### config.mk
export PLATFORM = sky130hd
export DESIGN_NAME = fifo_wr_arbiter
export DESIGN_NICKNAME = d
export VERILOG_FILES = /design/src/rtl/fifo_pkg.sv /design/src/rtl/rr_pick.sv /design/src/rtl/fifo_wr_arbiter.sv
export SDC_FILE = /design/constraint.sdc
export NUM_CORES = 1
export LEC_CHECK = 0
export CAP_MARGIN = 20
export CORE_MARGIN = 1.5
export CORE_UTILIZATION = 39
export CTS_BUF_LIST = sky130_fd_sc_hd__clkbuf_8
export CTS_CLUSTER_SIZE = 30
export DETAILED_ROUTE_END_ITERATION = 12
export GPL_TIMING_DRIVEN = 1
export PLACE_DENSITY = 0.79
export SLEW_MARGIN = 20
export SYNTH_ARGS = -nofsm -noshare
export SYNTH_HDL_FRONTEND = slang
export SYNTH_SLANG_ARGS = --single-unit
export TNS_END_PERCENT = 20
### constraint.sdc
create_clock -name wclk -period 2.6 [get_ports wclk]
set_input_delay 0.78 -clock wclk [delete_from_list [all_inputs] [get_ports wclk]]
set_output_delay 0.78 -clock wclk [all_outputs]
set_load 0.02 [all_outputs]
### src/rtl/fifo_pkg.sv
// Shared types and defaults for the FIFO write-port arbiter.
package fifo_pkg;

  typedef enum logic {IDLE, BURST} arb_state_t;

  localparam int NUM_REQ_DEF   = 4;
  localparam int WIDTH_DEF     = 8;
  localparam int MAX_BURST_DEF = 4;
  localparam int CNT_W_DEF     = 16;

  // Beat counter must hold MAX_BURST-1 and still compare cleanly at MAX_BURST=1.
  function automatic int beat_width(input int max_burst);
    return $clog2(max_burst) + 1;
  endfunction

endpackage

### src/rtl/rr_pick.sv
// Combinational round-robin search: first eligible request at or after start.
module rr_pick
  import fifo_pkg::*;
#(
  parameter int  N  = NUM_REQ_DEF,
  localparam int IW = $clog2(N)
) (
  input  logic [N-1:0]  req,
  input  logic [IW-1:0] start,
  input  logic [N-1:0]  mask,
  output logic          valid,
  output logic [IW-1:0] index
);

  logic [N-1:0] eligible;

  assign eligible = req & ~mask;

  // NOTE: every always_comb output gets a default first, so no path can infer a latch.
  always_comb begin
    valid = 1'b0;
    index = '0;
    for (int i = 0; i < N; i++) begin
      if (!valid && eligible[(int'(start) + i) % N]) begin
        valid = 1'b1;
        index = IW'((int'(start) + i) % N);
      end
    end
  end

endmodule

### src/rtl/fifo_wr_arbiter.sv
// Round-robin, burst-locked arbiter sharing one FIFO write port among NUM_REQ requesters.
module fifo_wr_arbiter
  import fifo_pkg::*;
#(
  parameter int  NUM_REQ   = NUM_REQ_DEF,
  parameter int  WIDTH     = WIDTH_DEF,
  parameter int  MAX_BURST = MAX_BURST_DEF,
  parameter int  CNT_W     = CNT_W_DEF,
  localparam int IW        = $clog2(NUM_REQ),
  localparam int BW        = beat_width(MAX_BURST)
) (
  input  logic                     wclk,
  input  logic                     rst,
  input  logic [NUM_REQ-1:0]       req_i,
  input  logic [NUM_REQ*WIDTH-1:0] data_i,
  output logic [NUM_REQ-1:0]       ack_o,
  output logic                     wen,
  output logic [WIDTH-1:0]         wdata,
  input  logic                     full,
  input  logic                     overflow,
  output logic [IW-1:0]            owner_o,
  output logic                     busy_o,
  output logic                     err_ovf_o,
  output logic [CNT_W-1:0]         wr_count_o
);

  arb_state_t      state;
  logic [IW-1:0]   ptr;
  logic [BW-1:0]   beat;

  logic            in_burst;
  logic            last_beat;
  logic            burst_done;
  logic            release_grant;
  logic [IW-1:0]   next_owner;
  logic [IW-1:0]   pick_start;
  logic [NUM_REQ-1:0] pick_mask;
  logic            pick_valid;
  logic [IW-1:0]   pick_index;

  // Reset forces the port quiet in the same cycle, not just after the edge.
  assign in_burst      = (state == BURST) && !rst;
  assign busy_o        = in_burst;
  assign wen           = in_burst && req_i[owner_o] && !full;
  assign wdata         = data_i[int'(owner_o)*WIDTH +: WIDTH];

  assign last_beat     = (beat == BW'(MAX_BURST - 1));
  assign burst_done    = wen && last_beat;
  assign release_grant = in_burst && (!req_i[owner_o] || burst_done);

  assign next_owner    = (owner_o == IW'(NUM_REQ - 1)) ? '0 : owner_o + 1'b1;
  assign pick_start    = (state == BURST) ? next_owner : ptr;

  always_comb begin
    ack_o          = '0;
    ack_o[owner_o] = wen;
  end

  // A requester that just finished a full burst sits out the same-edge re-arbitration.
  always_comb begin
    pick_mask = '0;
    if (burst_done) pick_mask[owner_o] = 1'b1;
  end

  rr_pick #(.N(NUM_REQ)) u_pick (
    .req   (req_i),
    .start (pick_start),
    .mask  (pick_mask),
    .valid (pick_valid),
    .index (pick_index)
  );

  // NOTE: sequential state uses non-blocking assignments so every register sees pre-edge values.
  always_ff @(posedge wclk) begin
    if (rst) begin
      state      <= IDLE;
      ptr        <= '0;
      owner_o    <= '0;
      beat       <= '0;
      err_ovf_o  <= 1'b0;
      wr_count_o <= '0;
    end else begin
      if (overflow) err_ovf_o <= 1'b1;

      if (wen) begin
        wr_count_o <= wr_count_o + CNT_W'(1);
        beat       <= beat + 1'b1;
      end

      // A new grant's beat clear below overrides the increment above.
      case (state)
        IDLE: begin
          if (pick_valid) begin
            state   <= BURST;
            owner_o <= pick_index;
            beat    <= '0;
          end
        end
        BURST: begin
          if (release_grant) begin
            ptr <= next_owner;
            if (pick_valid) begin
              owner_o <= pick_index;
              beat    <= '0;
            end else begin
              state <= IDLE;
            end
          end
        end
      endcase
    end
  end

endmodule

Figure 1. Clock wires, drivers and flops (run 1).
Scale bar: 20 microns.
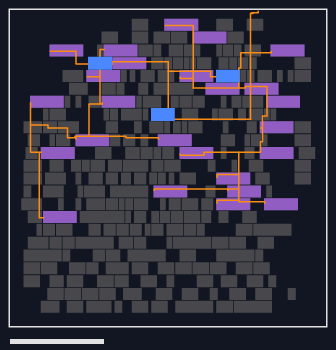
Orange shows clock wires, length 320 microns. Purple shows flip-flops, count 25. Blue shows cells driving clock nets, count 3.
There are 4 routed clock nets.
Clock net power: 238 uW
worst skew pair latency: 0.28 ns
power share of the clock group: 25.0%

Figure 2. Cell classes on the final placement (run 1).
Scale bar: 20 microns.
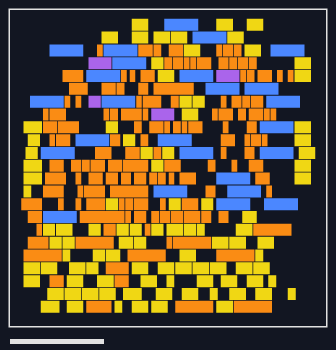
Yellow shows other buffers and delay cells, cells 96, share of their area 34%. Orange shows all other logic, cells 137, share of their area 44%. Purple shows clock drivers and dummy loads, cells 4, share of their area 1.9%. Blue shows flip-flops, cells 25, share of their area 20%.

Figure 3. Cell outlines without signal wires (run 1).
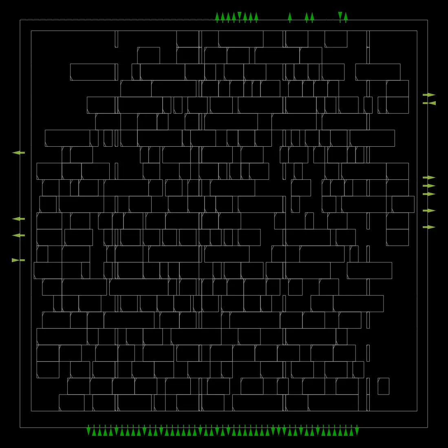
core footprint: 3970 sq um
Post-Layout Cell Count: 312

run 1: routing by layer:
layer | part of all wire (%) | wire (microns) | GRT usage, % | vias to the layer above
li1 | - | - | - | 793
met1 | 44 | 1930 | 26.9 | 760
met2 | 52 | 2270 | 34.7 | 31
met3 | 3.1 | 138 | 4.05 | 11
met4 | 1.6 | 70 | 5.10 | 0
met5 | 0 | 0 | 0 | -
run 1: worst register-to-register path: stages (launching register included):
cell	delay, ns
dfxtp_1	0.47
buf_4	0.17
inv_1	0.07
ha_1	0.33
mux2i_1	0.41
o21bai_1	0.13
a2111oi_2	0.42
o2bb2ai_1	0.16
run 1: repair_timing:
item,4_1_cts,5_1_grt
endpoints found under the setup margin,14,14
pin swaps,3,5
gates resized,70,9
run 1: state kept, by name, summed over array words and instances (netlist names):
signal and cells:
state 1, err_ovf_o 1, ptr 2, owner_o 2
wr_count_o 16, beat 3
run 1: stage by stage:
stage	hold slack, ns	TNS [ns]
global route	0.515	-0.121
detailed placement	0.467	-9.17
floorplan	0.448	0
finish	0.478	-0.0204
CTS	0.490	-0.178
global placement	0.445	-8.30
run 1: power groups by stage:
stage	combinational (uW)	clock, uW	sequential, uW
after floorplan	158	0	417
after global placement	326	0	409
after detailed placement	332	0	409
after CTS	313	246	401
after global routing	333	266	403
final	313	238	401
run 1: cell usage in the layout, fill, tap and decap left out, drive strengths merged, types with 3 or more instances in the layout:
master and n:
mux4 9, clkdlybuf4s50 53, dfxtp 25, and3 3, mux2i 6, buf 38, ha 7, nand3 5
or3 3, clkbuf 3, inv 4, dlygate4sd2 3, nor3 5, o21ai 10, and2 4, nor2 22
xor2 7, xnor2 6, nor2b 4, nand4 3, a21oi 4, nand2 14
==> impl_metrics.yaml, run 1 <==
# synthesis and place-and-route metrics
final_layout:
  n_antenna_cell: 0
  flops: 25
  nClkBuffers: 3
  drive_gt1_share_pct: 25.2
  final_area_sq_um: 2570
  syn2layout_area_growth_pct: 60.4
  seq_area_sq_um: 500
  clk_share_pct: 1.90
synthesis:
  top_area_share_pct: 31.3
  ys_sh_xor_pct: 7.11
  ys_top_logic_family: "simple AND/OR/NAND/NOR gates"
  most_common_cell: "dfxtp_1"
  syn_nets: 215
  flop_cell: "dfxtp_1"
  netlist_area_sq_um: 1600
  ys_cells: 168
  ys_sh_mux_pct: 18.1
  yosys.area.top_type: "dfxtp_1"
grt:
  grt_pass1_vias: 1502
  grt_usage_pct: 20.6
sta:
  setup_viol: 2
  drv_slew: 0
  skew_ns: 0.00818
  slew_headroom_pct: 68.2
  fin_ws_ns: -0.0192
  tightest_slew_ns: 0.463
  fin_crit_ns: 2.62
worst_setup_path:
  cp.depth: 3
  cp-start-kind: "input port"
  crit_end: "wdata[4]"
  critical-path-slowest-cell: "mux4_2"
  rrSetupSlack_ns: 0.38
  cpPeakStageDelay_ns: 0.47
run:
  maxCapViolations: 0
power_and_ir_drop:
  seqPwrFrac_pct: 42.1
  internal-power_uw: 671
route:
  drc: 0
  routedWlPerCell_microns: 14.1
min_path:
  hold_end: "err_ovf_o"
  holdCritPathClass: "reg2reg"
placed_design:
  place_congestion: 0.950
  hpwlAfterDp_microns: 3600
clock_tree:
  cts.path.max_buffers: 2
outcome:
  status: "finished, violations left"
  violations: "setup timing"
==> run 2, diff against run 1 <==
- GPL_TIMING_DRIVEN: 1 -> 0
Figure 4. Selected gate families (run 2).
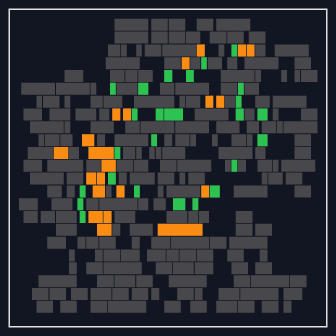
Green shows NAND gates, cells 25, most used nand2_1. Orange shows inverting AOI/OAI gates, cells 21, most used o21ai_0.
Commonest Layout Cell: clkdlybuf4s50_1
Post-Layout Cell Count: 297

Figure 5. Cell classes on the final placement (run 2).
Scale bar: 20 microns.
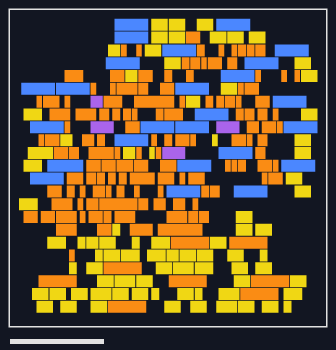
Blue shows flip-flops, cells 25, share of their area 21%. Yellow shows other buffers and delay cells, cells 81, share of their area 32%. Orange shows all other logic, cells 137, share of their area 45%. Purple shows clock drivers and dummy loads, cells 4, share of their area 2.0%.
final std cell area, no fill: 2470 sq um
Site Rows: 23
Layout Utilization: 62.3%
Seq area share: 20.3%

Figure 6. Signal wires on met2 (run 2).
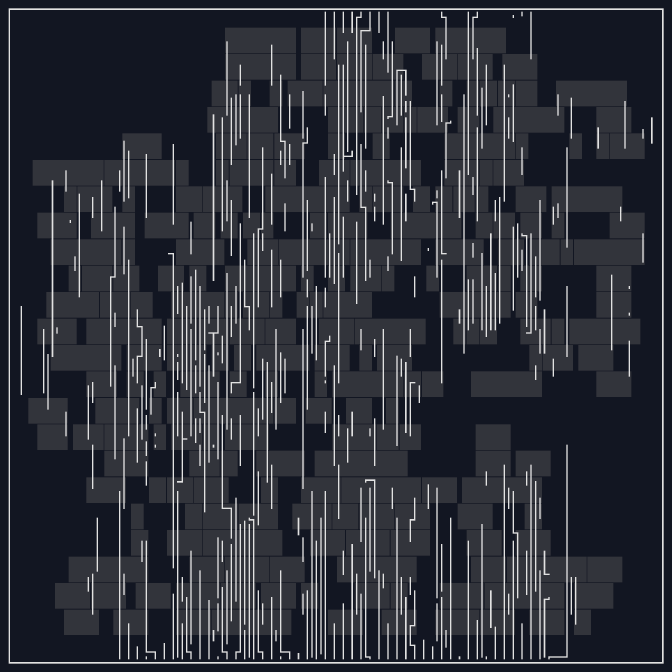
246 nets have wire on it. The wires run mostly vertical.

==> impl_metrics.yaml, run 2 <==
# synthesis and place-and-route metrics
placed_design:
  hpwlAfterDp_microns: 3170
  numPortBuffers: 71
  placed_cell_area_sq_um: 2390
  place_inst: 289
  place_congestion: 0.809
clock_tree:
  clock_latency_ns: 0.28
  h-tree-depth: 1
  cts_root_buf: "clkbuf_8"
  numCtsBuffers: 3
  cts.path.max_buffers: 2
  cts.clk_slew.worst_paths_ns: 0.10
  tritoncts: "yes"
synthesis:
  synthArstFlopShare_pct: 0
  most_common_cell: "dfxtp_1"
  ys_cells: 168
  avgSynthCellArea_sq_um: 9.53
  top_area_share_pct: 31.3
  ys_sh_xor_pct: 7.11
  synth_warnings: 0
  ys_top_logic_family: "simple AND/OR/NAND/NOR gates"
  yosys.area.top_type: "dfxtp_1"
  adder_share_pct: 5.47
  flop_cell: "dfxtp_1"
  netlist_area_sq_um: 1600
  topCellsByArea: "dfxtp_1, mux4_2, ha_1, nor2_1, xor2_1"
  syn_nets: 215
  ys_sh_mux_pct: 18.1
  synth-simple-area-share_pct: 24.0
worst_setup_path:
  cp-start-kind: "input port"
  r2r_cells: 7
  crit_end: "wdata[6]"
  arrival_ns: 1.81
  rrSetupSlack_ns: 0.14
  path_max_fanout: 1
  crit_type: "in2out"
  startpoint: "data_i[30]"
  r2r-start: "owner_o[1]"
route:
  routedWlPerCell_microns: 14.0
  drt_iter0_markers: 56
  ant_nets: 0
  drc: 0
  routed_via_density: 5.05
  routed_wl_microns: 4150
sta:
  skew_ns: 0.0159
  fin_crit_ns: 2.59
  fin_setup_tns_ns: 0
  max_freq_mhz: 386
  slew_headroom_pct: 63.1
  fin_ws_ns: 0.00624
  tightest_slew_ns: 0.538
  post-route-period-util_pct: 99.8
  setup_viol: 0
  hold_ws_ns: 0.477
  drv_slew: 0
final_layout:
  fill_cells: 364
  drive_gt1_share_pct: 21.5
  largest-register: "wr_count_o"
  reg_top3: "wr_count_o (16), beat (3)"
  n_antenna_cell: 0
  largest_reg_flops: 16
  most-common-layout-cells: "clkdlybuf4s50_1, dfxtp_1, nor2_1, nand2_1"
  syn2layout_area_growth_pct: 54.5
power_and_ir_drop:
  power_switching_share_pct: 29.5
  internal-power_uw: 662
  seqPwrFrac_pct: 43.0
  net-switching-power_uw: 277
  vdd_drop_max_mv: 0.357
  powerDensity_nw_per_um2: 380
  clkPwrFrac_pct: 25.5
run:
  tool_warnings: 31
  maxCapViolations: 0
grt:
  antenna_found_initial: 0
  grt_pass1_vias: 1456
  grt_pass1_wl_microns: 6650
  grt_usage_pct: 19.3
floorplanning:
  core_sq_um: 3970
  initCoreUtil_pct: 40.3
  die_y_microns: 67.1
outcome:
  status: "finished, final reports clean"
min_path:
  holdCritPathClass: "reg2reg"
run 2: how the worst min path moves through the flow:
stage | endpoint | startpoint | cells past startpoint | slack, ns
floorplan | ptr[1] | ptr[1] | 2 | 0.45
global placement | err_ovf_o | err_ovf_o | 2 | 0.45
detailed placement | err_ovf_o | err_ovf_o | 2 | 0.47
CTS | ptr[1] | ptr[1] | 2 | 0.49
global route | err_ovf_o | err_ovf_o | 2 | 0.52
finish | err_ovf_o | err_ovf_o | 2 | 0.48
run 2: cell type report:
type                    instances  area (sq um)  area share (%)
clock buffers                   3          41.3            1.67
plain buffers                   5          35.0            1.42
multi-input cells             133          1080            43.6
repair buffers                 76           731            29.6
flip-flops and latches         25           502            20.3
clock inverters                 1          7.51           0.304
well taps                      50          62.6            2.53
inverters                       4          15.0           0.607
run 2: kinds of logic (layout without fill, tap and decap cells):
group	Yosys count	in the layout
and+or+nand+nor	72	72
buffers and inverters	10	89
AOI/OAI and AO/OA	24	24
xor gates and xnor gates	13	13
muxes	17	17
adders and majority gates	7	7
DFF	25	25
run 2: what timing repair did:
action                     4_1_cts  5_1_grt
pin swaps                        6        2
cloned                           0        0
resized                         83       12
setup buffers                    2        3
setup endpoints to repair       13       13
run 2: critical path: stages:
cell	delay, ns
clkdlybuf4s50_1	0.40
mux4_2	0.46
buf_2	0.18
run 2: power groups by stage:
stage	Sequential [uW]	Clock [uW]	Combinational [uW]
finish	404	239	296
global route	406	265	313
CTS	404	243	285
detailed placement	413	0	299
global placement	413	0	296
floorplan	417	0	158
run 2: metal layers:
layer	global-route usage, %	vias to the layer above	share of wire, %	routed length, microns
met5	0	-	0	0
met4	4.08	0	1.2	49
met3	3.89	4	3.4	142
met2	33.7	32	50	2080
met1	24.5	702	45	1870
li1	-	761	-	-
Power is estimated from default activity; no workload was simulated.
